==> run_1/layer_met3.png <==
Drawn at 4 px/um.
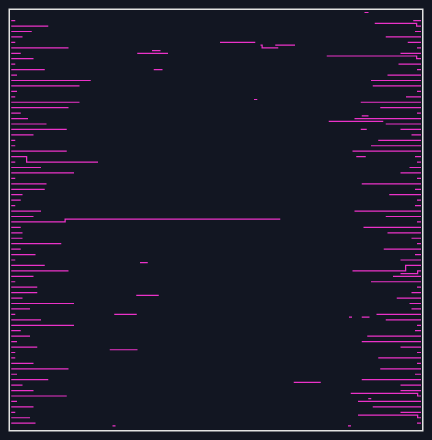
==> run_1/sizes.png <==
Drawn at 4 px/um.
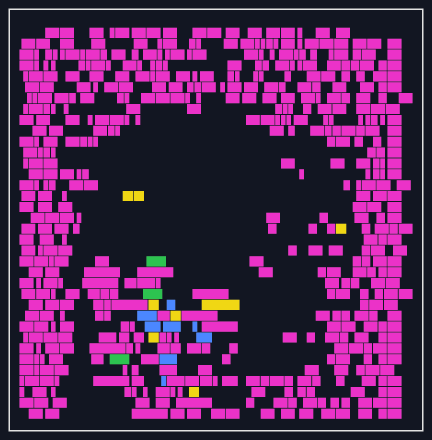
==> run_1/clocks.png <==
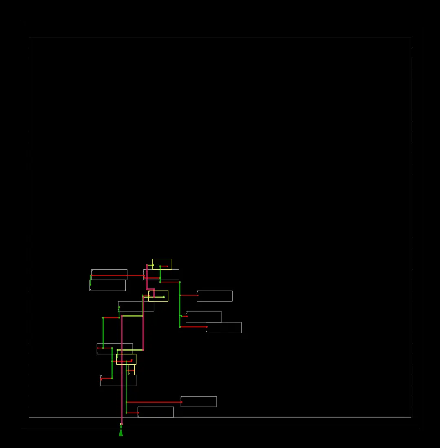
Design io_bus_arb, sky130hd; sources not shown.
==> reports/results.ini, run 1 <==
[drt]
via_per_inst = 4.47
initialDrtViolationCount = 100
drc = 0

[floorplan]
die-height_um = 105
floorplan.initialDensity_pct = 19.0
floorplan.core_area_um2 = 9640

[yosys]
asyncSetResetFlopFracSynth_pct = 100
mappedNetlistNets = 428
top_cells_by_instance_count_after_synthesis = sky130_fd_sc_hd__nand2_1 (66), sky130_fd_sc_hd__and3_1 (34), sky130_fd_sc_hd__a21oi_1 (33), sky130_fd_sc_hd__and2_1 (33), sky130_fd_sc_hd__nor2_1 (30)
yosysWarnings = 0
syn_avg_cell_area_um2 = 6.29
yosys_register_bits = 11
enable_flop_cells = 0
synth_top_cell_by_area = sky130_fd_sc_hd__dfrtp_1
main_area_contributors = sky130_fd_sc_hd__dfrtp_1 (15%), sky130_fd_sc_hd__nand2_1 (14%), sky130_fd_sc_hd__and3_1 (12%)
synth-main-ff-cell = sky130_fd_sc_hd__dfrtp_1

[pwr]
post-layout-total-power_mw = 0.672
worst_ir_drop_vdd_mv = 0.0937
power.leakage_nw = 2.00

[clocking]
clock_sink_count = 11
number_of_buffers_created_by_cts = 3
clock_path_buffers = 2
post-cts-setup-buffers = 0
tritoncts_clock_tree = built

[sta]
max_freq_mhz = 168
finalWorstPathRequiredPeriod_ns = 5.96
rsz0062_at_grt = false
final.period_utilization_pct = 86.8
finalSetupTns_ns = 0

[final_layout]
flip_flop_count_of_the_largest_register_all_copies_and_words_added = 5
fin_nets = 678
register_area_um2 = 275
multi_input_comb_area_um2 = 1430
fill_cells = 964
layout-drive-gt1-share_pct = 3.52

[place]
place.port_buffers = 262
place_congestion = 0.801
hpwlAfterDp_um = 8790

[setup_path]
worst-r2r-setup-slack_ns = 4.39
max_fo_critical_path = 15
worst_setup_path_start_kind = input port
crit_path_end_kind = primary output

[global_routing]
grt_start_max_net_pins = 35
top_usage_layer_grt = met2
grt_total_ovfl = 0

[worst_hold_path]
worst_min_delay_path_class = reg2reg

[job]
warnings = 28

[status]
run_status = completed

## Picture notes: layer_met3.png
The layer carries 1100 um of wire. The layer holds 10% of the routed length.
wire length reported by the detailed router: 10600 um
vias post-DR: 3009
met3 track utilization from global routing: 4.95%

## Picture notes: sizes.png
Blue is _2 cells, cells 8. Yellow is _3 and _4 cells, cells 8, most used buf_4. Green is _6 and larger, cells 3, most used clkbuf_8. Magenta is _0 and _1 cells, cells 521, most used clkdlybuf4s50_1.
non-clock buffer count in the final layout: 269
area added between synthesis and finish: 153%
area of all placed cells without fillers: 4620 um^2

## Picture notes: clocks.png
clk_buf instances: 4
clock latency at the later pin of the worst-skew pair: 0.24 ns

run 1: cell type report:
class	count	area share [%]
clock buffer	4	0.975
inverter	9	0.731
multi-input combinational	247	30.9
sequential	11	5.96
tap	133	3.60
timing repair buffer	269	57.9
run 1: per-layer routing:
layer | share of wire (%) | up-vias | routed length, um
li1 | - | 1472 | -
met1 | 38 | 1342 | 3980
met2 | 50 | 179 | 5340
met3 | 10 | 16 | 1100
met4 | 1.5 | 0 | 156
met5 | 0 | - | 0
run 1: power breakdown:
group	internal (mW)	switching (mW)	total, mW
clock	0.0409	0.0260	0.0669
combinational	0.284	0.222	0.505
sequential	0.0769	0.0227	0.0995
run 1: layout by cell type (no fill, tap or decap), drive strengths merged, types with 3 or more instances in the layout:
cell type / n
buf: 7
ha: 5
clkdlybuf4s50: 262
clkbuf: 4
nand2: 66
nor2: 31
inv: 9
and3: 34
mux2i: 16
dfrtp: 11
and2: 33
nor2b: 3
nor3b: 4
a21oi: 33
run 1: cell families (layout without fill, tap and decap cells):
logic type	count (synthesis)	after routing	synth area share, %
DFF	11	11	15.0
buffers and inverters	33	282	7.87
and+or+nand+nor	179	179	49.0
adders and majority gates	5	5	3.42
muxes	18	18	10.2
AOI/OAI and AO/OA	45	45	14.5
run 1: critical path: stages:
cell and delay [ns]:
sky130_fd_sc_hd__clkdlybuf4s50_1 0.64, sky130_fd_sc_hd__o2111ai_4 0.20, sky130_fd_sc_hd__inv_2 0.21, sky130_fd_sc_hd__nor3_1 0.10, sky130_fd_sc_hd__nor2_2 0.58, sky130_fd_sc_hd__nor2_1 0.13
sky130_fd_sc_hd__clkdlybuf4s50_1 0.50
run 1: stage by stage:
stage               setup slack, ns  instance area (um^2)
floorplan                      2.24                  1830
global placement               1.02                  4580
detailed placement            0.831                  4580
finish                        0.910                  4620
CTS                           0.833                  4620
global route                  0.709                  4620
==> run 1 -> run 2 <==
--- a/config.mk
+++ b/config.mk
@@ -8,7 +8,10 @@
 export CORE_AREA = 2 2 101 103
 export DETAILED_ROUTE_END_ITERATION = 8
 export DIE_AREA = 0 0 103 105
+export HOLD_SLACK_MARGIN = 0.06
 export PLACE_DENSITY = 0.73
+export SKIP_CTS_REPAIR_TIMING = 1
 export SYNTH_ARGS = -nofsm -noshare
 export SYNTH_HDL_FRONTEND = slang
 export SYNTH_SLANG_ARGS = --single-unit
+export TNS_END_PERCENT = 20
==> run_2/layer_met3.png <==
Drawn at 4 px/um.
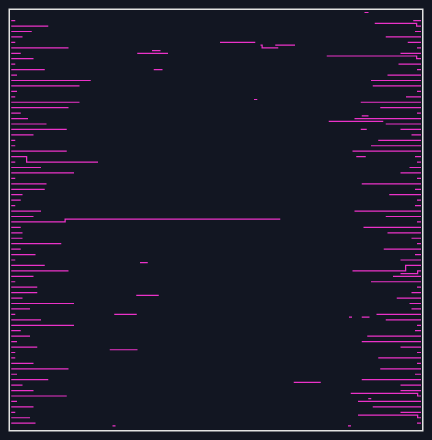
The layer holds 10% of the routed length. The layer carries 1100 um of wire. The longest straight run is 53.6 um. The wires run mostly horizontal.

==> run_2/clocks.png <==
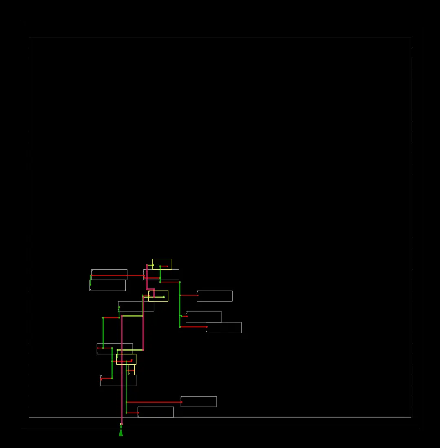
number of sequential cells: 11
number of buffers created by CTS: 3
clk sink count: 11
power of the clock network: 0.0669 mW

==> reports/results.ini, run 2 <==
[status]
run_status = completed

[final_layout]
layout-area-overhead-vs-synth_pct = 153
fin_nets = 678
final_layout_top_logic_cell = sky130_fd_sc_hd__clkdlybuf4s50_1
stdcell_area_um2 = 4620

[place]
detailedPlace.worstSlack_ns = 0.831
place.port_buffers = 262

[sta]
finalWorstPathRequiredPeriod_ns = 5.96
final.period_utilization_pct = 86.8
max_freq_mhz = 168
finalSetupTns_ns = 0
rsz0062_at_grt = false
worst_slack_ns = 0.910

[yosys]
synth_top_cell_by_area = sky130_fd_sc_hd__dfrtp_1
synth-xor-area-share_pct = 0
enable_flop_cells = 0
synth_compound_gate_area_share_pct = 14.5
synth-adder-area-share_pct = 3.42
asyncSetResetFlopFracSynth_pct = 100
synth.area.mux_share_pct = 10.2
synthTopLogicFamily = simple AND/OR/NAND/NOR gates
yosys_register_bits = 11
top_cells_by_instance_count_after_synthesis = sky130_fd_sc_hd__nand2_1 (66), sky130_fd_sc_hd__and3_1 (34), sky130_fd_sc_hd__a21oi_1 (33), sky130_fd_sc_hd__and2_1 (33), sky130_fd_sc_hd__nor2_1 (30)
synth-main-ff-cell = sky130_fd_sc_hd__dfrtp_1

[floorplan]
floorplan.initialDensity_pct = 19.0
floorplan.core_area_um2 = 9640

[setup_path]
critical-path-top-cell-by-count = sky130_fd_sc_hd__clkdlybuf4s50_1
worst_setup_path_start_kind = input port
max_fo_critical_path = 15
cp_slowest_cell = sky130_fd_sc_hd__clkdlybuf4s50_1
timing.critical_path.cells = clkdlybuf4s50_1 -> o2111ai_4 -> inv_2 -> nor3_1 -> nor2_2 -> nor2_1 -> clkdlybuf4s50_1
worst-r2r-setup-slack_ns = 4.39
worst_path_dominant_cell_family = buffers and inverters

[worst_hold_path]
worst_min_delay_path_class = reg2reg

[pwr]
comb_power_share_pct = 75.2
netSwitchingFraction_pct = 40.2
post-layout-total-power_mw = 0.672
power_frac_clock_pct = 10.0
power.leakage_nw = 2.00
net_sw_power_mw = 0.270
worst_ir_drop_vdd_mv = 0.0937

[drt]
via_per_inst = 4.47
wire_length_reported_by_the_detailed_router_um = 10600
initialDrtViolationCount = 100

[global_routing]
grt_util_met3_pct = 4.95

[clocking]
tritoncts_clock_tree = built
clk-insertion-delay-late_ns = 0.24

[job]
warnings = 28

==> run_2/flops_by_reg.png <==
Drawn at 4 px/um. Other sequential cells in the stronger gray, the rest of the logic in the fainter gray.
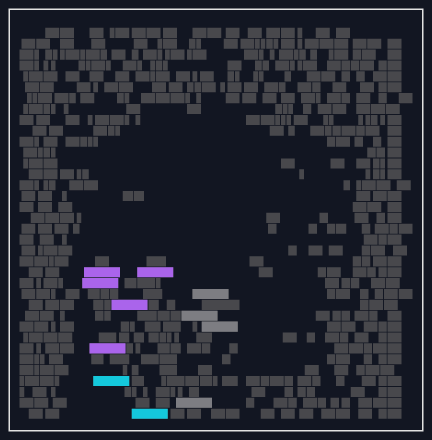
Cyan is state, flops 2. Purple is burst_cnt, flops 5.
Register Area: 275 um^2
final core occ: 47.9%
sequential share of cell area: 5.96%
total sequential power: 0.0995 mW

run 2: cells by family (layout without fill, tap and decap cells):
family	Yosys count	after routing
and+or+nand+nor	179	179
AOI/OAI and AO/OA	45	45
buffers and inverters	33	282
muxes	18	18
DFF	11	11
adders and majority gates	5	5
run 2: cell type report:
type / count / area (um^2)
Clock buffer: 4 / 45.0
Fill cell: 964 / 5020
Inverter: 9 / 33.8
Multi-Input combinational cell: 247 / 1430
Sequential cell: 11 / 275
Tap cell: 133 / 166
Timing Repair Buffer: 269 / 2680
run 2: metal layers:
metal | vias up | share of wire [%]
met5 | - | 0
met4 | 0 | 1.5
met3 | 16 | 10
met2 | 179 | 50
met1 | 1342 | 38
li1 | 1472 | -
run 2: worst register-to-register path, cell delays in order (launching register included):
cell,delay (ns)
sky130_fd_sc_hd__dfrtp_1,0.35
sky130_fd_sc_hd__inv_1,0.08
sky130_fd_sc_hd__ha_1,0.34
sky130_fd_sc_hd__nand2b_1,0.20
sky130_fd_sc_hd__o2111ai_4,0.24
sky130_fd_sc_hd__inv_2,0.15
sky130_fd_sc_hd__nor3b_2,0.32
sky130_fd_sc_hd__nor3b_1,0.16
sky130_fd_sc_hd__a221o_1,0.37
run 2: power by group through the flow:
stage | sequential, mW | combinational [mW] | clock, mW
2_1_floorplan | 0.0866 | 0.228 | 0
3_3_place_gp | 0.0992 | 0.498 | 0
3_5_place_dp | 0.101 | 0.507 | 0
4_1_cts | 0.0999 | 0.511 | 0.0680
5_1_grt | 0.104 | 0.549 | 0.0727
6_report | 0.0995 | 0.505 | 0.0669
No activity file was given, so power comes from the tool's default toggle rates.
